<file path="src/rtl/rr_requester_if.sv">
// Request/grant bundle between job sources, the requester front end and the arbiter.
// The master modport is the requester side; the slave modport is the arbiter/source side.
interface rr_requester_if #(
  parameter int REQUIRE_NUM = 4
);
  logic [REQUIRE_NUM-1:0] job_valid_i;
  logic [REQUIRE_NUM-1:0] job_drop_o;
  logic [REQUIRE_NUM-1:0] request_o;
  logic [REQUIRE_NUM-1:0] respond_i;
  logic [REQUIRE_NUM-1:0] active_ch_o;
  logic                   done_o;
  logic [REQUIRE_NUM-1:0] done_ch_o;
  logic                   grant_err_o;
  logic [REQUIRE_NUM-1:0] starve_o;

  modport master (
    input  job_valid_i, respond_i,
    output job_drop_o, request_o, active_ch_o, done_o, done_ch_o,
           grant_err_o, starve_o
  );

  modport slave (
    output job_valid_i, respond_i,
    input  job_drop_o, request_o, active_ch_o, done_o, done_ch_o,
           grant_err_o, starve_o
  );
endinterface

</file>
<file path="src/rtl/rr_requester.sv">
// Requester-side front end for the round-robin arbiter: per-channel job queueing,
// fixed-length service windows with a one-cycle release, and grant/starvation checking.
module rr_requester #(
  parameter int REQUIRE_NUM    = 4,
  parameter int CNT_WIDTH      = 4,
  parameter int HOLD_CYCLES    = 4,
  parameter int TIMEOUT_CYCLES = 64
) (
  input  logic              sys_clk_i,
  input  logic              rst_n_i,
  rr_requester_if.master    bus
);

  localparam int HOLD_W = $clog2(HOLD_CYCLES + 1);
  localparam int WAIT_W = $clog2(TIMEOUT_CYCLES + 1);

  typedef enum logic [1:0] {
    IDLE,
    REQ,
    SERVE,
    RELEASE
  } state_t;

  state_t                 state    [REQUIRE_NUM];
  logic [CNT_WIDTH-1:0]   pend     [REQUIRE_NUM];
  logic [CNT_WIDTH-1:0]   pend_nxt [REQUIRE_NUM];
  logic [HOLD_W-1:0]      hold     [REQUIRE_NUM];
  logic [WAIT_W-1:0]      wait_cnt [REQUIRE_NUM];

  logic [REQUIRE_NUM-1:0] drop_nxt;
  logic [REQUIRE_NUM-1:0] drop_q;
  logic [REQUIRE_NUM-1:0] starve_q;
  logic                   grant_err_q;
  logic                   multi_hot;
  logic                   stray;
  logic [REQUIRE_NUM-1:0] req_v;
  logic [REQUIRE_NUM-1:0] serve_v;
  logic [REQUIRE_NUM-1:0] rel_v;

  // Grant legality: a multi-hot grant blocks every channel; a bit aimed at an idle
  // channel is flagged. Bits seen in RELEASE are the registered arbiter echo and ignored.
  always_comb begin
    multi_hot = (bus.respond_i & (bus.respond_i - REQUIRE_NUM'(1))) != '0;
    stray     = 1'b0;
    for (int unsigned i = 0; i < REQUIRE_NUM; i++) begin
      if (bus.respond_i[i] && state[i] == IDLE) stray = 1'b1;
    end
  end

  always_comb begin
    for (int unsigned i = 0; i < REQUIRE_NUM; i++) begin
      pend_nxt[i] = pend[i];
      drop_nxt[i] = 1'b0;
      if (bus.job_valid_i[i] && state[i] != RELEASE) begin
        if (&pend[i]) drop_nxt[i] = 1'b1;
        else          pend_nxt[i] = pend[i] + CNT_WIDTH'(1);
      end else if (!bus.job_valid_i[i] && state[i] == RELEASE) begin
        pend_nxt[i] = pend[i] - CNT_WIDTH'(1);
      end
    end
  end

  always_comb begin
    for (int unsigned i = 0; i < REQUIRE_NUM; i++) begin
      req_v[i]   = (state[i] == REQ);
      serve_v[i] = (state[i] == SERVE);
      rel_v[i]   = (state[i] == RELEASE);
    end
  end

  always_ff @(posedge sys_clk_i) begin
    if (!rst_n_i) begin
      for (int unsigned i = 0; i < REQUIRE_NUM; i++) begin
        state[i]    <= IDLE;
        pend[i]     <= '0;
        hold[i]     <= '0;
        wait_cnt[i] <= '0;
      end
      drop_q      <= '0;
      starve_q    <= '0;
      grant_err_q <= 1'b0;
    end else begin
      grant_err_q <= multi_hot | stray;
      drop_q      <= drop_nxt;
      for (int unsigned i = 0; i < REQUIRE_NUM; i++) begin
        pend[i] <= pend_nxt[i];

        if (state[i] == REQ) begin
          if (wait_cnt[i] != WAIT_W'(TIMEOUT_CYCLES)) wait_cnt[i] <= wait_cnt[i] + WAIT_W'(1);
          if (wait_cnt[i] >= WAIT_W'(TIMEOUT_CYCLES - 1)) starve_q[i] <= 1'b1;
        end else begin
          wait_cnt[i] <= '0;
        end

        case (state[i])
          IDLE: begin
            if (pend[i] != '0) state[i] <= REQ;
          end
          REQ: begin
            if (bus.respond_i[i] && !multi_hot) begin
              state[i] <= SERVE;
              hold[i]  <= HOLD_W'(HOLD_CYCLES);
            end
          end
          SERVE: begin
            if (hold[i] == HOLD_W'(1)) state[i] <= RELEASE;
            else                       hold[i]  <= hold[i] - HOLD_W'(1);
          end
          RELEASE: begin
            state[i] <= (pend_nxt[i] != '0) ? REQ : IDLE;
          end
          default: state[i] <= IDLE;
        endcase
      end
    end
  end

  assign bus.request_o   = req_v | serve_v;
  assign bus.active_ch_o = serve_v;
  assign bus.done_ch_o   = rel_v;
  assign bus.done_o      = |rel_v;
  assign bus.job_drop_o  = drop_q;
  assign bus.grant_err_o = grant_err_q;
  assign bus.starve_o    = starve_q;

endmodule

</file>
<file path="src/flat_wrapper.sv">
// flat-port wrapper written by rule: the top's interface ports become plain ports
module rr_requester_flat 
#(
  parameter int REQUIRE_NUM    = 4,
  parameter int CNT_WIDTH      = 4,
  parameter int HOLD_CYCLES    = 4,
  parameter int TIMEOUT_CYCLES = 64
)
  (sys_clk_i, rst_n_i, bus_job_valid_i, bus_respond_i, bus_job_drop_o, bus_request_o, bus_active_ch_o, bus_done_o, bus_done_ch_o, bus_grant_err_o, bus_starve_o);
  rr_requester_if #(.REQUIRE_NUM(REQUIRE_NUM)) bus_i ();
  input  logic sys_clk_i;
  input  logic rst_n_i;
  input wire logic [$bits(bus_i.job_valid_i)-1:0] bus_job_valid_i;
  input wire logic [$bits(bus_i.respond_i)-1:0] bus_respond_i;
  output wire logic [$bits(bus_i.job_drop_o)-1:0] bus_job_drop_o;
  output wire logic [$bits(bus_i.request_o)-1:0] bus_request_o;
  output wire logic [$bits(bus_i.active_ch_o)-1:0] bus_active_ch_o;
  output wire logic [$bits(bus_i.done_o)-1:0] bus_done_o;
  output wire logic [$bits(bus_i.done_ch_o)-1:0] bus_done_ch_o;
  output wire logic [$bits(bus_i.grant_err_o)-1:0] bus_grant_err_o;
  output wire logic [$bits(bus_i.starve_o)-1:0] bus_starve_o;
  assign bus_i.job_valid_i = bus_job_valid_i;
  assign bus_i.respond_i = bus_respond_i;
  assign bus_job_drop_o = bus_i.job_drop_o;
  assign bus_request_o = bus_i.request_o;
  assign bus_active_ch_o = bus_i.active_ch_o;
  assign bus_done_o = bus_i.done_o;
  assign bus_done_ch_o = bus_i.done_ch_o;
  assign bus_grant_err_o = bus_i.grant_err_o;
  assign bus_starve_o = bus_i.starve_o;
  rr_requester #(.REQUIRE_NUM(REQUIRE_NUM), .CNT_WIDTH(CNT_WIDTH), .HOLD_CYCLES(HOLD_CYCLES), .TIMEOUT_CYCLES(TIMEOUT_CYCLES)) u_core (.sys_clk_i(sys_clk_i), .rst_n_i(rst_n_i), .bus(bus_i));
endmodule
</file>
<file path="config.mk">
export PLATFORM = sky130hd
export DESIGN_NAME = rr_requester_flat
export DESIGN_NICKNAME = d
export VERILOG_FILES = /design/src/rtl/rr_requester_if.sv /design/src/rtl/rr_requester.sv /design/src/flat_wrapper.sv
export SDC_FILE = /design/constraint.sdc
export NUM_CORES = 1
export LEC_CHECK = 0
export CAP_MARGIN = 25
export CORE_ASPECT_RATIO = 1.25
export CORE_MARGIN = 3
export CORE_UTILIZATION = 54
export CTS_CLUSTER_DIAMETER = 30
export DETAILED_ROUTE_END_ITERATION = 10
export PLACE_DENSITY_LB_ADDON = 0.08
export SLEW_MARGIN = 20
export SYNTH_ARGS = -nofsm -noshare
export SYNTH_HDL_FRONTEND = slang
export SYNTH_SLANG_ARGS = --single-unit
</file>
<file path="constraint.sdc">
create_clock -name sys_clk_i -period 1.9 [get_ports sys_clk_i]
set_clock_uncertainty 0.2 [all_clocks]
set_input_delay 0.38 -clock sys_clk_i [delete_from_list [all_inputs] [get_ports sys_clk_i]]
set_output_delay 0.38 -clock sys_clk_i [all_outputs]
set_load 0.05 [all_outputs]
</file>
==> reports/metrics.cfg <==
[yosys]
synth-main-ff-cell=edfxtp_1
synth_warnings=0
async_reset_ff_share_pct=0
avgSynthCellArea_sq_um=9.357
ys_types=57

[global_route]
grt_pass1_wl_microns=17060
grt_max_degree=13
antenna_found_initial=0

[layout]
area_growth_syn_to_layout_pct=39.98
instances_no_fill=714
clkbuf_count=12
sh_seq_area_pct=30.15
n_all_buffers=123
fin_util_pct=77.93
stdcell_area_sq_mm=0.006457
drive_above_1_share_pct=32.09
fill_cells=544
largestClassByArea=logic gates

[sta]
min_period_ps=2286
slew_headroom_pct=78.27
hold_slack_ps=282.5
tightest_slew_ps=323.0
finalSetupViolCount=38
hold_viol=0
postLayoutSetupSlackWorst_ps=-385.7

[placed_design]
post_dp_cell_area_sq_mm=0.005679
io_buffers=31
dp.cells=677

[clocking]
root_buffer=clkbuf_8
cts_buffer_depth=2
numCtsBuffers=9
clk_latency_ps=350

[outcome]
violations=negative setup slack
status=complete, but fails checks

[pwr]
p_int_w=0.003892
power.leakage_nw=2.718
power_frac_comb_pct=41.7

[critical_path]
critPathRequiredTime_ps=1320
max_stage_delay_ps=510
cp-start-kind=flop
worstSetupPathType=reg2out

[run]
drv_cap=0
tool_warnings=53

[floorplanning]
tap_cells=97
fp-row-count=37
die_w_microns=88.67
die_area_sq_mm=0.009695
pin_count=32

[worst_hold_path]
hold_path_class=reg2reg

[detailed_routing]
ant_nets=0
drt_iter0_drc=270
drc=0

[Yosys cell counts, types with 8 or more instances]
| master | number | area [sq um] |
|---|---|---|
| nor2_1 | 69 | 259.0 |
| edfxtp_1 | 48 | 1441 |
| inv_1 | 48 | 180.2 |
| ha_1 | 40 | 500.5 |
| nand3_1 | 38 | 190.2 |
| dfxtp_1 | 25 | 500.5 |
| a21oi_1 | 19 | 95.09 |
| xor2_1 | 17 | 148.9 |
| nand2_1 | 16 | 60.06 |
| and3_1 | 15 | 93.84 |
| xnor2_1 | 12 | 105.1 |
| o21ai_0 | 11 | 55.05 |
| nor2b_1 | 9 | 56.30 |
| nor3_1 | 9 | 45.04 |
| nor4_1 | 9 | 56.30 |
| nand2b_1 | 8 | 50.05 |
| nand4_1 | 8 | 50.05 |
[worst paths after layout]
path,cells after the start,to,slack [ps],start
setup / recovery,3,bus_done_o,-390,u_core.state[1][1]
hold / removal,2,u_core.bus.starve_o[2],280,u_core.bus.starve_o[2]
setup reg to reg,6,u_core.state[2][0],-170,u_core.state[2][0]
hold reg to reg,2,u_core.bus.starve_o[2],280,u_core.bus.starve_o[2]
[logic make-up (layout without fill, tap and decap cells)]
kind of cell	count (synthesis)	in the layout	share of synthesized area [%]
compound gates	77	77	11.15
xor+xnor	29	29	5.506
fa+ha+maj	41	41	11.07
buf+inv	63	187	5.994
flops	73	73	42.09
mux	8	8	1.790
simple gates	202	202	22.40
[power groups by stage]
stage | Sequential (W) | Combinational, W | Clock, W
global placement | 0.00205 | 0.00197 | 0
finish | 0.00204 | 0.00246 | 0.00141
global route | 0.00206 | 0.00265 | 0.00149
floorplan | 0.00204 | 0.00122 | 0
detailed placement | 0.00206 | 0.00201 | 0
CTS | 0.00203 | 0.00233 | 0.00143
[registers in the layout (all words and copies together) (netlist names)]
name / flops
u_core.wait_cnt: 28
u_core.bus.starve_o: 4
u_core.state: 8
u_core.bus.grant_err_o: 1
u_core.bus.job_drop_o: 4
u_core.hold: 12
u_core.pend: 16
[worst max-delay path: cells and delay by family, from the launching register on]
family                   cells  cell delay, ps
AND/OR/NAND/NOR              1             510
flip-flops                   1             440
buffers and inverters        1             170
adder cells (fa/ha/maj)      1             220
[timing repair]
action | CTS | global route
pin swaps | 12 | 17
endpoints found under the setup margin | 27 | 60
resized | 53 | 43
hold buffers | 0 | 0
buffers inserted | 21 | 8
[per-layer routing]
layer	wire [microns]	part of all wire (%)	vias to the layer above
li1	-	-	1988
met1	4686	44	1942
met2	5559	52	70
met3	327	3.1	9
met4	127	1.2	0
met5	0	0	-
[layout by cell type, fill, tap and decap left out, types with 15 or more instances in the layout]
cell,count
ha_1,23
nand3_1,31
nor2_1,67
xor2_1,17
ha_4,16
edfxtp_1,48
buf_4,86
inv_1,40
a21oi_1,15
dfxtp_1,21
[metrics by stage]
stage / setup slack, ps / setup TNS [ps]
3_3_place_gp: -439.2 / -16170
3_5_place_dp: -535.5 / -18080
5_1_grt: -424.2 / -6552
6_report: -385.7 / -4232
4_1_cts: -398.5 / -2039
2_1_floorplan: -155.7 / -894.5
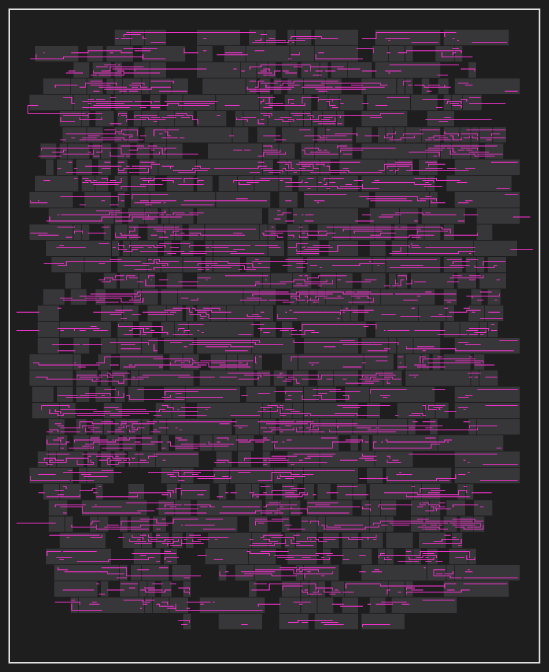
(images/m1.png)
Cells faint in the background.
The layer holds 44% of the routed length. 601 nets have wire on it. The layer carries 4690 microns of wire.
M1 GR Usage: 27.04%
via count: 4009
WL final: 10700 microns

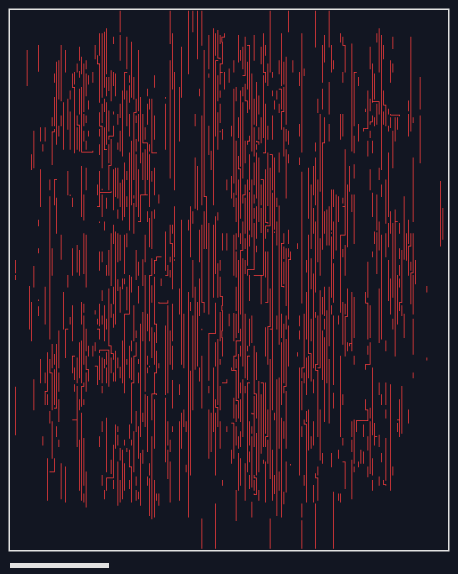
(images/m2.png)
Scale bar: 20 microns.
The layer holds 52% of the routed length. The layer carries 5560 microns of wire. 566 nets have wire on it. The longest straight run is 45.6 microns.
GR Util met2: 39.12%

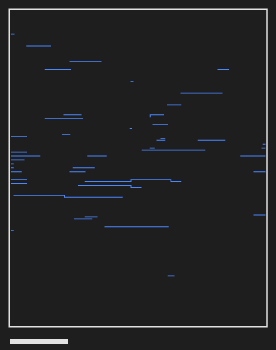
(images/m3.png)
Scale bar: 20 microns.
36 nets have wire on it. The longest straight run is 21.8 microns. The wires run mostly horizontal. The layer carries 327 microns of wire. The layer holds 3.1% of the routed length.
routing usage on met3: 4.573%

